### Routing congestion

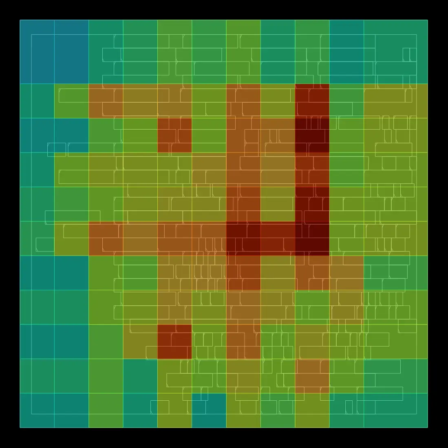
### Supply network

Pins as bars on the die edge. Tap cells in gray.
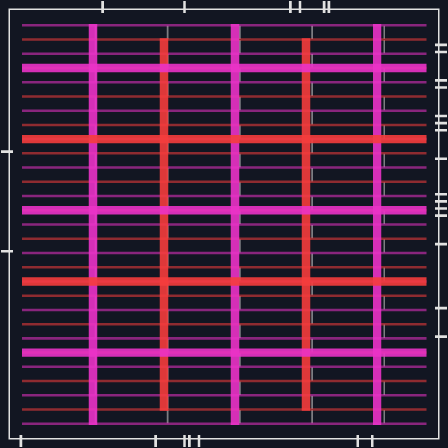
### Sequential cells grouped by signal name

Other sequential cells in the stronger gray, the rest of the logic in the fainter gray.
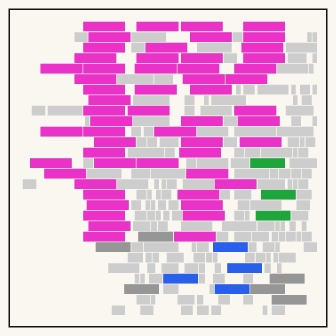
--- config.mk ---
export PLATFORM = sky130hd
export DESIGN_NAME = braille_sched
export DESIGN_NICKNAME = d
export VERILOG_FILES = /design/src/rtl/braille_sched.sv
export SDC_FILE = /design/constraint.sdc
export NUM_CORES = 1
export LEC_CHECK = 0
export CORE_MARGIN = 2
export CORE_UTILIZATION = 51
export CTS_BUF_LIST = sky130_fd_sc_hd__clkbuf_16
export DETAILED_ROUTE_END_ITERATION = 7
export PLACE_DENSITY = 0.75
export SKIP_LAST_GASP = 1
export SYNTH_ARGS = -nofsm -noshare
export SYNTH_HDL_FRONTEND = slang
export SYNTH_SLANG_ARGS = --single-unit
--- constraint.sdc ---
create_clock -name clk -period 2.71 [get_ports clk]
set_input_delay 0.271 -clock clk [delete_from_list [all_inputs] [get_ports clk]]
set_output_delay 0.271 -clock clk [all_outputs]
set_load 0.05 [all_outputs]
--- src/rtl/braille_sched.sv ---
// rtl/braille_sched.sv - character feed scheduler for the braille translator
//
// Buffers 7-bit ASCII characters in a DEPTH-entry FIFO, presents each one to
// the translator with even parity added, and starts the translator with tr_g.
// When the FIFO runs dry the stop code 8'h80 (odd parity) parks the translator.
//
// Optional feature macro: BRAILLE_LINEWRAP_EN enables the column counter
// (col / line_end). Without it both outputs are tied to 0.
//
// Parameters:
//   DEPTH     FIFO depth in characters (power of 2, >= 2)
//   LINE_LEN  cells per output line (2..64)
// Ports:
//   clk       clock, rising edge
//   rst       asynchronous active-low reset
//   in_valid  upstream character valid
//   in_char   7-bit ASCII character
//   in_ready  FIFO can accept (!full)
//   tr_g      start request to the translator (registered)
//   tr_a      character / stop code to the translator (combinational)
//   tr_load   translator load strobe, samples tr_a this cycle
//   tr_valid  translator valid, one emitted cell per high cycle
//   busy      FSM not idle or FIFO not empty
//   col       current output column
//   line_end  one-cycle pulse after the last cell of a line

module braille_sched #(
    parameter int DEPTH    = 8,
    parameter int LINE_LEN = 32
) (
    input  logic       clk,
    input  logic       rst,
    input  logic       in_valid,
    input  logic [6:0] in_char,
    output logic       in_ready,
    output logic       tr_g,
    output logic [7:0] tr_a,
    input  logic       tr_load,
    input  logic       tr_valid,
    output logic       busy,
    output logic [5:0] col,
    output logic       line_end
);

    localparam int AW = $clog2(DEPTH);
    localparam logic [AW:0] FULL_CNT = (AW+1)'(DEPTH);

    typedef enum logic [1:0] {
        IDLE = 2'd0,
        KICK = 2'd1,
        RUN  = 2'd2
    } state_t;

    state_t        state;
    state_t        state_nx;

    logic [6:0]    mem [DEPTH];
    logic [AW-1:0] wptr;
    logic [AW-1:0] rptr;
    logic [AW:0]   count;
    logic [6:0]    head;
    logic          full;
    logic          empty;
    logic          push;
    logic          pop;

    assign full     = (count == FULL_CNT);
    assign empty    = (count == '0);
    assign in_ready = !full;
    assign push     = in_valid && !full;
    assign head     = mem[rptr];

    // Even parity over all 8 bits makes the translator accept the character;
    // the odd-parity stop code sends it back to its idle state.
    assign tr_a = empty ? 8'h80 : {^head, head};

    assign busy = (state != IDLE) || !empty;

    // ------------------------------------------------------------------
    // FIFO storage and pointers
    // ------------------------------------------------------------------
    always_ff @(posedge clk) begin
        if (push) begin
            mem[wptr] <= in_char;
        end
    end

    always_ff @(posedge clk or negedge rst) begin
        if (!rst) begin
            wptr  <= '0;
            rptr  <= '0;
            count <= '0;
        end else begin
            if (push) begin
                wptr <= wptr + 1'b1;
            end
            if (pop) begin
                rptr <= rptr + 1'b1;
            end
            case ({push, pop})
                2'b10:   count <= count + 1'b1;
                2'b01:   count <= count - 1'b1;
                default: count <= count;
            endcase
        end
    end

    // ------------------------------------------------------------------
    // Control FSM
    // ------------------------------------------------------------------
    always_ff @(posedge clk or negedge rst) begin
        if (!rst) begin
            state <= IDLE;
            tr_g  <= 1'b0;
        end else begin
            state <= state_nx;
            tr_g  <= (state_nx == KICK);
        end
    end

    // A push landing in the same cycle as the stop-code load only updates
    // the count at the edge, so the stop code still goes out and the new
    // character is picked up by a fresh KICK from IDLE.
    always_comb begin
        state_nx = state;
        pop      = 1'b0;
        case (state)
            IDLE: begin
                if (!empty) begin
                    state_nx = KICK;
                end
            end
            KICK: begin
                // Hold G until the translator actually loads; it may still be
                // finishing its previous run.
                if (tr_load) begin
                    pop      = !empty;
                    state_nx = RUN;
                end
            end
            RUN: begin
                if (tr_load) begin
                    if (!empty) begin
                        pop = 1'b1;
                    end else begin
                        state_nx = IDLE;
                    end
                end
            end
            default: begin
                state_nx = IDLE;
            end
        endcase
    end

    // ------------------------------------------------------------------
    // Column counter
    // ------------------------------------------------------------------
`ifdef BRAILLE_LINEWRAP_EN
    localparam logic [5:0] COL_LAST = 6'(LINE_LEN - 1);

    logic [5:0] col_q;
    logic       line_end_q;

    // Not cleared when the FSM idles: a line spans text bursts.
    always_ff @(posedge clk or negedge rst) begin
        if (!rst) begin
            col_q      <= '0;
            line_end_q <= 1'b0;
        end else begin
            line_end_q <= 1'b0;
            if (tr_valid) begin
                if (col_q == COL_LAST) begin
                    col_q      <= '0;
                    line_end_q <= 1'b1;
                end else begin
                    col_q <= col_q + 6'd1;
                end
            end
        end
    end

    assign col      = col_q;
    assign line_end = line_end_q;
`else
    logic unused_tr_valid;

    assign unused_tr_valid = tr_valid;
    assign col             = 6'd0;
    assign line_end        = 1'b0;
`endif

endmodule
==> reports/qor.txt <==
Layout Cells excl Fill: 313
Combinational gate count: 104
GR Layer Usage met3: 4.945%
Asr flop ratio synth: 18.84%
Met2 Wirelength: 3034 um
Failing checks: setup timing
Unique cell types: 36
Clock Skews: 0.006232 ns
Fillers: 397
Adder share: 3.648%
Status: finished, violations left
Synth cell count leaders: edfxtp_1 (56), nor2_1 (18), dfrtp_1 (13), nand2_1 (10)
Design Area, Final: 3831 um^2
Setup ws final: -0.2060 ns
Signal buffers: 47
Buf/Inv on CP: 4
Final period util: 107.6%
Post-detail-place hpwl: 3615 um
Final-report setup violation count: 1
Seq cells: 69
Layout Nets: 254
CP max FO: 8
Back to the opening pictures, 'Routing congestion':
Final Util: 65.09%
gr busiest metal: met2

Back to the opening pictures, 'Supply network':
Key: VDD = red; VSS = magenta
30 signal pins sit on the boundary. 75 tap cells.

Back to the opening pictures, 'Sequential cells grouped by signal name':
Key: rptr = green [placed flops 3]; count = blue [placed flops 4]; mem = magenta [placed flops 56]

